run_1/pdn.png
Scale bar: 50 um. Pins as bars on the die edge.
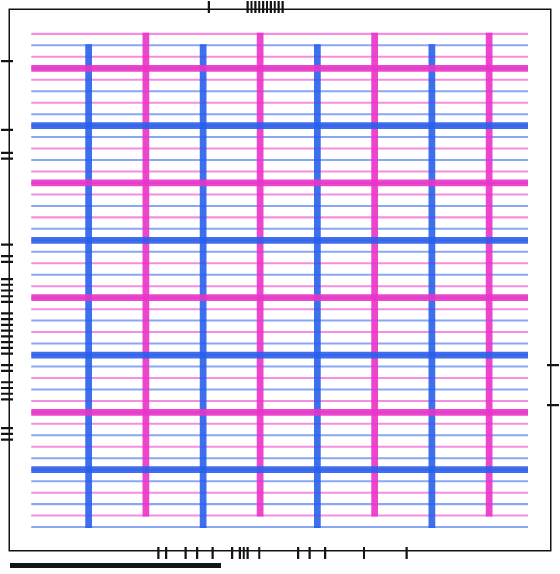
run_1/cell_classes.png
Scale bar: 50 um.
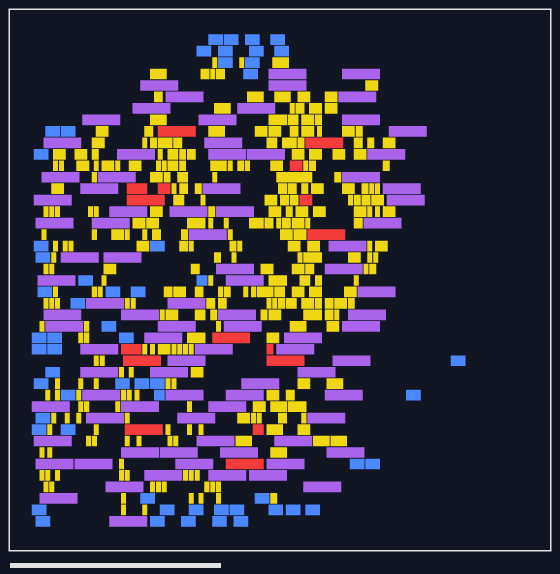
run_1/clock_map.png
Scale bar: 50 um.
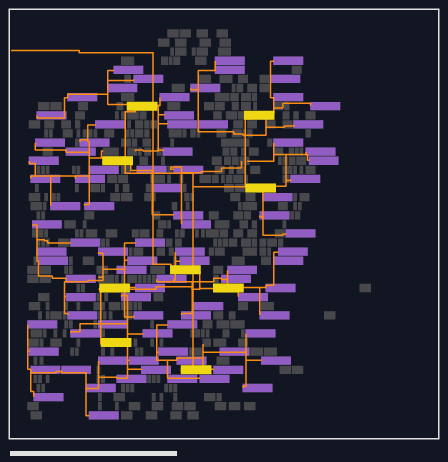
`src/rtl/imem_loader.sv`:
```
// Boot loader: takes a length-prefixed, checksummed byte stream and writes it into instruction memory.
// Holds the CPU in reset until the whole image is in memory and the checksum has matched.
module imem_loader #(
  parameter int DEPTH = 64,
  parameter int AW    = 6
) (
  input  logic          clk,
  input  logic          reset,
  input  logic          in_valid,
  input  logic [7:0]    in_data,
  output logic          in_ready,
  output logic          mem_we,
  output logic [AW-1:0] mem_waddr,
  output logic [31:0]   mem_wdata,
  output logic          cpu_reset,
  output logic          done,
  output logic          err,
  output logic [2:0]    dbg_state
);

  // Host handshake: a byte moves on a rising edge where in_valid && in_ready.
  // in_ready depends on state only, never on in_valid.
  typedef enum logic [2:0] {HDR_HI, HDR_LO, DATA, CHK, DONE, ERR} state_t;

  state_t        state_q, state_d;
  logic [15:0]   n_q, n_d;
  logic [15:0]   word_cnt_q, word_cnt_d;
  logic [1:0]    byte_idx_q, byte_idx_d;
  logic [AW-1:0] addr_q, addr_d;
  logic [AW-1:0] waddr_q, waddr_d;
  logic [7:0]    csum_q, csum_d;
  logic [31:0]   wdata_q, wdata_d;
  logic          we_q, we_d;
  logic          xfer;
  logic [15:0]   len;

  always_ff @(posedge clk or posedge reset) begin
    if (reset) begin
      state_q    <= HDR_HI;
      n_q        <= '0;
      word_cnt_q <= '0;
      byte_idx_q <= '0;
      addr_q     <= '0;
      waddr_q    <= '0;
      csum_q     <= '0;
      wdata_q    <= '0;
      we_q       <= 1'b0;
    end else begin
      state_q    <= state_d;
      n_q        <= n_d;
      word_cnt_q <= word_cnt_d;
      byte_idx_q <= byte_idx_d;
      addr_q     <= addr_d;
      waddr_q    <= waddr_d;
      csum_q     <= csum_d;
      wdata_q    <= wdata_d;
      we_q       <= we_d;
    end
  end

  always_comb begin
    state_d    = state_q;
    n_d        = n_q;
    word_cnt_d = word_cnt_q;
    byte_idx_d = byte_idx_q;
    addr_d     = addr_q;
    waddr_d    = waddr_q;
    csum_d     = csum_q;
    wdata_d    = wdata_q;
    we_d       = 1'b0;
    in_ready   = (state_q != DONE) && (state_q != ERR);
    xfer       = in_valid && in_ready;
    len        = {n_q[15:8], in_data};

    case (state_q)
      HDR_HI: begin
        if (xfer) begin
          n_d     = {in_data, 8'h00};
          state_d = HDR_LO;
        end
      end
      HDR_LO: begin
        if (xfer) begin
          n_d = len;
          if (len > 16'(DEPTH))   state_d = ERR;
          else if (len == 16'd0) state_d = CHK;
          else                   state_d = DATA;
        end
      end
      DATA: begin
        if (xfer) begin
          wdata_d    = {wdata_q[23:0], in_data};
          csum_d     = csum_q ^ in_data;
          byte_idx_d = byte_idx_q + 2'd1;
          if (byte_idx_q == 2'd3) begin
            // wdata_q holds the finished word for the whole pulse cycle,
            // so the memory samples it before the next byte shifts in.
            we_d       = 1'b1;
            waddr_d    = addr_q;
            addr_d     = addr_q + 1'b1;
            word_cnt_d = word_cnt_q + 16'd1;
            if (word_cnt_q == n_q - 16'd1) state_d = CHK;
          end
        end
      end
      CHK: begin
        if (xfer) state_d = (in_data == csum_q) ? DONE : ERR;
      end
      default: ;
    endcase
  end

  // The last write pulse always overlaps the CHK cycle, so it lands before cpu_reset falls.
  assign mem_we    = we_q;
  assign mem_waddr = waddr_q;
  assign mem_wdata = wdata_q;
  assign done      = (state_q == DONE);
  assign err       = (state_q == ERR);
  assign cpu_reset = (state_q != DONE);
  assign dbg_state = state_q;

endmodule
```
`config.mk`:
```
export PLATFORM = sky130hd
export DESIGN_NAME = imem_loader
export DESIGN_NICKNAME = d
export VERILOG_FILES = /design/src/rtl/imem_loader.sv
export SDC_FILE = /design/constraint.sdc
export NUM_CORES = 1
export LEC_CHECK = 0
export CAP_MARGIN = 20
export CORE_MARGIN = 5
export CORE_UTILIZATION = 30
export CTS_CLUSTER_SIZE = 14
export DETAILED_ROUTE_END_ITERATION = 6
export PLACE_DENSITY_LB_ADDON = 0.3
export SLEW_MARGIN = 10
export SYNTH_ARGS = -nofsm -noshare
export SYNTH_HDL_FRONTEND = slang
export SYNTH_SLANG_ARGS = --single-unit
```
`constraint.sdc`:
```
create_clock -name clk -period 7.6 [get_ports clk]
set_clock_uncertainty 0.15 [all_clocks]
set_input_delay 1.14 -clock clk [delete_from_list [all_inputs] [get_ports clk]]
set_output_delay 1.14 -clock clk [all_outputs]
set_load 0.02 [all_outputs]
```
==> impl_results.rst, run 1 <==
Physical design figures
=======================

.. list-table::
   :header-rows: 1

   * - Metric
     - Value
   * - Run status
     - finished, final reports clean
   * - Number of unique standard cell types used by synthesis
     - 40
   * - Switching power total
     - 0.0002561 W
   * - Wire length of the first global-routing pass
     - 16280 um
   * - Placer Congestion
     - 0.7381
   * - DR WL met2
     - 4488 um
   * - Dominant delay contributor by cell family on the critical path
     - simple AND/OR/NAND/NOR gates
   * - Combinational cell fraction of total power
     - 8.8%
   * - Max-cap violation count
     - 0
   * - Hold violation count in the final report
     - 0
   * - Total wirelength of the detailed-routed design
     - 9441 um
   * - First-pass iteration count of the detailed router
     - 4
   * - Setup Slack @ Placement
     - 3.741 ns
   * - Mean instance size in the synthesized netlist
     - 10.10 um2
   * - Switch share
     - 24.85%
   * - Overall power consumption
     - 0.001030 W
   * - Transition time of the tightest slew-check pin
     - 0.9003 ns
   * - Hold Path Class
     - flip-flop to flip-flop
   * - Largest logic family
     - simple AND/OR/NAND/NOR gates
   * - Count of fill cells added during filler insertion
     - 1419
   * - Met1 usage
     - 16.06%
   * - Synthesized-area fraction occupied by and/or/nand/nor cells
     - 21.60%
   * - Met2 GRT Util
     - 19.16%
   * - Met3 track demand over resource in global routing
     - 3.958%
   * - Seq/Total Area, Yosys
     - 53.86%
   * - Largest register FFs
     - 32
   * - Pin count of the biggest net entering global routing
     - 62
   * - Sequential standard cell area
     - 2252 um2
   * - Layout cells sized above 1
     - 10.15%
   * - DR DRC count
     - 0
   * - Launch point of the worst path
     - in_valid
   * - Worst path required time
     - 7.68 ns
   * - Leakage component of the power
     - 2.426 nW
   * - Leading register cell type out of synthesis
     - sky130_fd_sc_hd__dfrtp_1
   * - Fraction of post-synthesis cell area in the top cell type by area
     - 53.86%
   * - Total cells reported by yosys after synthesis
     - 414
   * - Number of cells on the critical path
     - 7
   * - Top-level I/O count
     - 57
   * - Top area cells in the synthesized netlist
     - sky130_fd_sc_hd__dfrtp_1 54%, sky130_fd_sc_hd__nand2_1 11%, sky130_fd_sc_hd__xnor2_1 8.4%, sky130_fd_sc_hd__xor2_1 4.6%, sky130_fd_sc_hd__mux2_2 4.3%
   * - Fraction of area in multi-input gates
     - 35.25%
   * - CP Class
     - primary input to flip-flop
   * - Cell area after synthesis
     - 4182 um2
   * - Share of the core filled by cells before placement
     - 30.36%
   * - Number of pins with negative max-slew slack in the final report
     - 0
   * - Routed length on met3
     - 559 um
   * - Critical path launch point type
     - primary input
   * - Sequence of cells on the critical path
     - clkdlybuf4s50_1 -> nand3b_1 -> nor2_2 -> nand4_1 -> nor3_1 -> nand3_1 -> xnor2_1
   * - Final-layout clock buffer total
     - 11
   * - Commonest cells after routing, fill and taps aside
     - 119 x sky130_fd_sc_hd__nand2_1, 90 x sky130_fd_sc_hd__dfrtp_1, 56 x sky130_fd_sc_hd__clkdlybuf4s50_1, 40 x sky130_fd_sc_hd__xnor2_1, 22 x sky130_fd_sc_hd__xor2_1
   * - Hold path depth
     - 1
   * - Slowest stage delay, CP
     - 0.62 ns
   * - Remaining global-route overflow
     - 0
   * - Cell type with the largest total area after synthesis
     - sky130_fd_sc_hd__dfrtp_1
   * - HPWL after detailed placement
     - 6654 um
   * - CTS root buffer
     - sky130_fd_sc_hd__clkbuf_16
   * - Via count of the first global-routing pass
     - 3154
   * - Max transition margin
     - 39.14%
   * - Setup repair after global routing missed its margin
     - no
   * - Number of antenna diodes
     - 0
   * - Fmax achieved
     - 291.7 MHz
   * - Power of the sequential group
     - 0.000511 W
Back to the opening pictures, pdn.png:
net	colour
VDD	magenta
VSS	blue
met4 straps	8
signal pins	57
rows	43
met1 rails	44
total core area: 13770 um2
Die X-Extent: 128.1 um
worst vdd ir: 104.5 uV

Back to the opening pictures, cell_classes.png:
class	colour	cells
clock drivers and dummy loads	red	16
flip-flops	purple	90
other buffers and delay cells	blue	58
all other logic	yellow	309
Finished Cell Area: 5214 um2
standard-cell rows: 43
post-layout util: 37.85%

Back to the opening pictures, clock_map.png:
[cells driving clock nets] yellow | count: 9
[flip-flops] purple | count: 90
[clock wires] orange | length: 1170 um
routed clock nets	10
Clk power: 0.000429 W
clock latency on the worst-skew pair: 0.34 ns
Clock Power Share: 41.6%

==> inputs of run 2 (changes only) <==
Clock period 7.6 ns to 3 ns, I/O delays scaled along.
==> run 2 against run 1 <==
  * Flip-flop count unchanged
  * Final cell count up 0.31%
  * Sequential power rose to 2.5 times the previous value
  * Cell area is 0.94% higher
  * Total power went up to 2.6 times the previous value
  * Synthesized cell count stayed put
  * Sequential share of layout area shrank 0.40 points
  * Hold slack worse by 0.0017 ns
  * Routed wire length is 1.4% higher
  * Combinational power rose to 2.6 times the previous value
  * Global-route usage up 0.16 points
  * Critical path type is now flip-flop to output pin
  * Critical endpoint is now cpu_reset
  * Largest power group unchanged
==> impl_results.rst, run 2 <==
Physical design figures
=======================

.. list-table::
   :header-rows: 1

   * - Metric
     - Value
   * - Run status
     - finished, final reports clean
   * - Clock latency on the worst-skew pair
     - 0.34 ns
   * - Wire length of the first global-routing pass
     - 16390 um
   * - Leakage component of the power
     - 2.447 nW
   * - Worst vdd ir
     - 301.0 uV
   * - First-pass iteration count of the detailed router
     - 6
   * - Worst path required time
     - 2.40 ns
   * - Commonest cells after routing, fill and taps aside
     - 119 x sky130_fd_sc_hd__nand2_1, 90 x sky130_fd_sc_hd__dfrtp_1, 56 x sky130_fd_sc_hd__clkdlybuf4s50_1, 40 x sky130_fd_sc_hd__xnor2_1, 22 x sky130_fd_sc_hd__xor2_1
   * - Total cells reported by yosys after synthesis
     - 414
   * - Met3 track demand over resource in global routing
     - 4.042%
   * - Switching power total
     - 0.0006653 W
   * - Cell area after synthesis
     - 4182 um2
   * - Placer Congestion
     - 0.8179
   * - CP Class
     - flip-flop to output pin
   * - Largest register FFs
     - 32
   * - Fraction of post-synthesis cell area in the top cell type by area
     - 53.86%
   * - Hold Path Class
     - primary input to asynchronous set/reset pin
   * - Number of cells on the critical path
     - 3
   * - Overall power consumption
     - 0.002700 W
   * - Total core area
     - 13770 um2
   * - Post-layout util
     - 38.21%
   * - Die X-Extent
     - 128.1 um
   * - DR WL met2
     - 4682 um
   * - DR DRC count
     - 0
   * - Chip Area
     - 16400 um2
   * - Dominant delay contributor by cell family on the critical path
     - buffers and inverters
   * - Layout cells sized above 1
     - 10.53%
   * - Standard-cell rows
     - 43
   * - Leading register cell type out of synthesis
     - sky130_fd_sc_hd__dfrtp_1
   * - Setup repair after global routing missed its margin
     - no
   * - Post-synth EDFFs
     - 0
   * - Combinational cell fraction of total power
     - 8.7%
   * - Synthesized-area fraction occupied by and/or/nand/nor cells
     - 21.60%
   * - Transition time of the tightest slew-check pin
     - 0.6558 ns
   * - CTS root buffer
     - sky130_fd_sc_hd__clkbuf_16
   * - Number of pins with negative max-slew slack in the final report
     - 0
   * - Initial antenna violation count
     - 0
   * - Max-cap violation count
     - 0
   * - Mean instance size in the synthesized netlist
     - 10.10 um2
   * - Met2 GRT Util
     - 20.89%
   * - Sequence of cells on the critical path
     - inv_1 -> nand2b_1 -> clkdlybuf4s50_1
   * - Power density over cell area
     - 513.1 nW/um2
   * - Number of CTS-inserted buffers
     - 9
   * - Count of fill cells added during filler insertion
     - 1421
   * - Final-layout clock buffer total
     - 10
   * - Cell type with the largest total area after synthesis
     - sky130_fd_sc_hd__dfrtp_1
   * - Critical path launch point type
     - flip-flop
   * - Number of antenna diodes
     - 0
   * - Fraction of area in multi-input gates
     - 34.93%
   * - Launch point of the worst path
     - dbg_state[0]
   * - Share of the core filled by cells before placement
     - 30.36%
   * - Max transition margin
     - 56.28%
   * - Hold violation count in the final report
     - 0
   * - Number of buffers inserted for hold repair after clock tree synthesis
     - 0
   * - Fmax achieved
     - 397.9 MHz
   * - Via-per-instance ratio
     - 4.620
   * - Top area cells in the synthesized netlist
     - sky130_fd_sc_hd__dfrtp_1 54%, sky130_fd_sc_hd__nand2_1 11%, sky130_fd_sc_hd__xnor2_1 8.4%, sky130_fd_sc_hd__xor2_1 4.6%, sky130_fd_sc_hd__mux2_2 4.3%
   * - Met1 usage
     - 15.08%
   * - Largest logic family
     - simple AND/OR/NAND/NOR gates
   * - Pin count of the biggest net entering global routing
     - 60
   * - DRT met1 WL
     - 4191 um
   * - Number of unique standard cell types used by synthesis
     - 40
   * - Slowest stage delay, CP
     - 0.63 ns
run_2/cell_classes.png
Scale bar: 50 um.
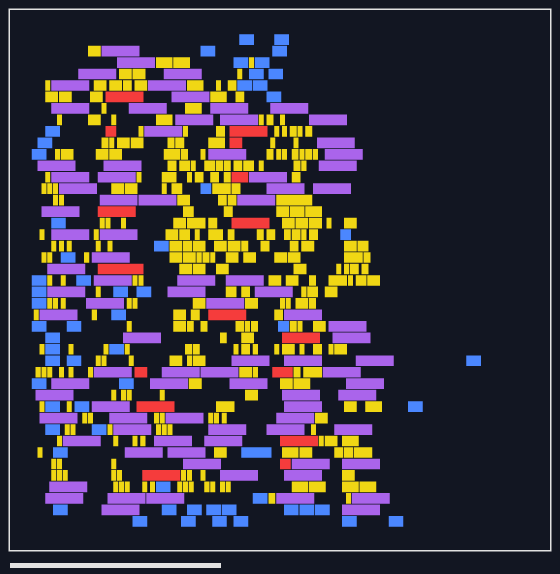
class	colour	cells
other buffers and delay cells	blue	60
clock drivers and dummy loads	red	16
flip-flops	purple	90
all other logic	yellow	309
share of the final layout cell area in sequential cells: 42.80%
Finished Cell Area: 5263 um2

run_2/clock_map.png
Scale bar: 50 um.
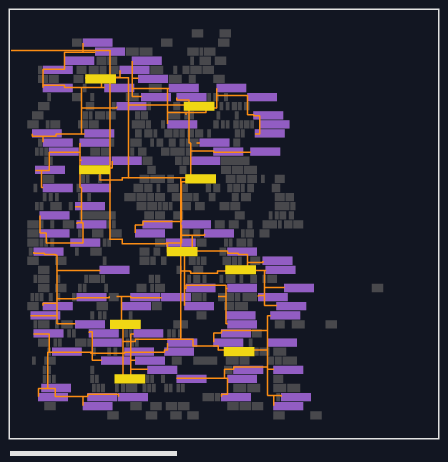
[flip-flops] purple | count: 90
[cells driving clock nets] yellow | count: 9
[clock wires] orange | length: 1140 um
routed clock nets	10
Clock Power Share: 43.3%
Clk power: 0.00117 W

No activity file was given, so power comes from the tool's default toggle rates.
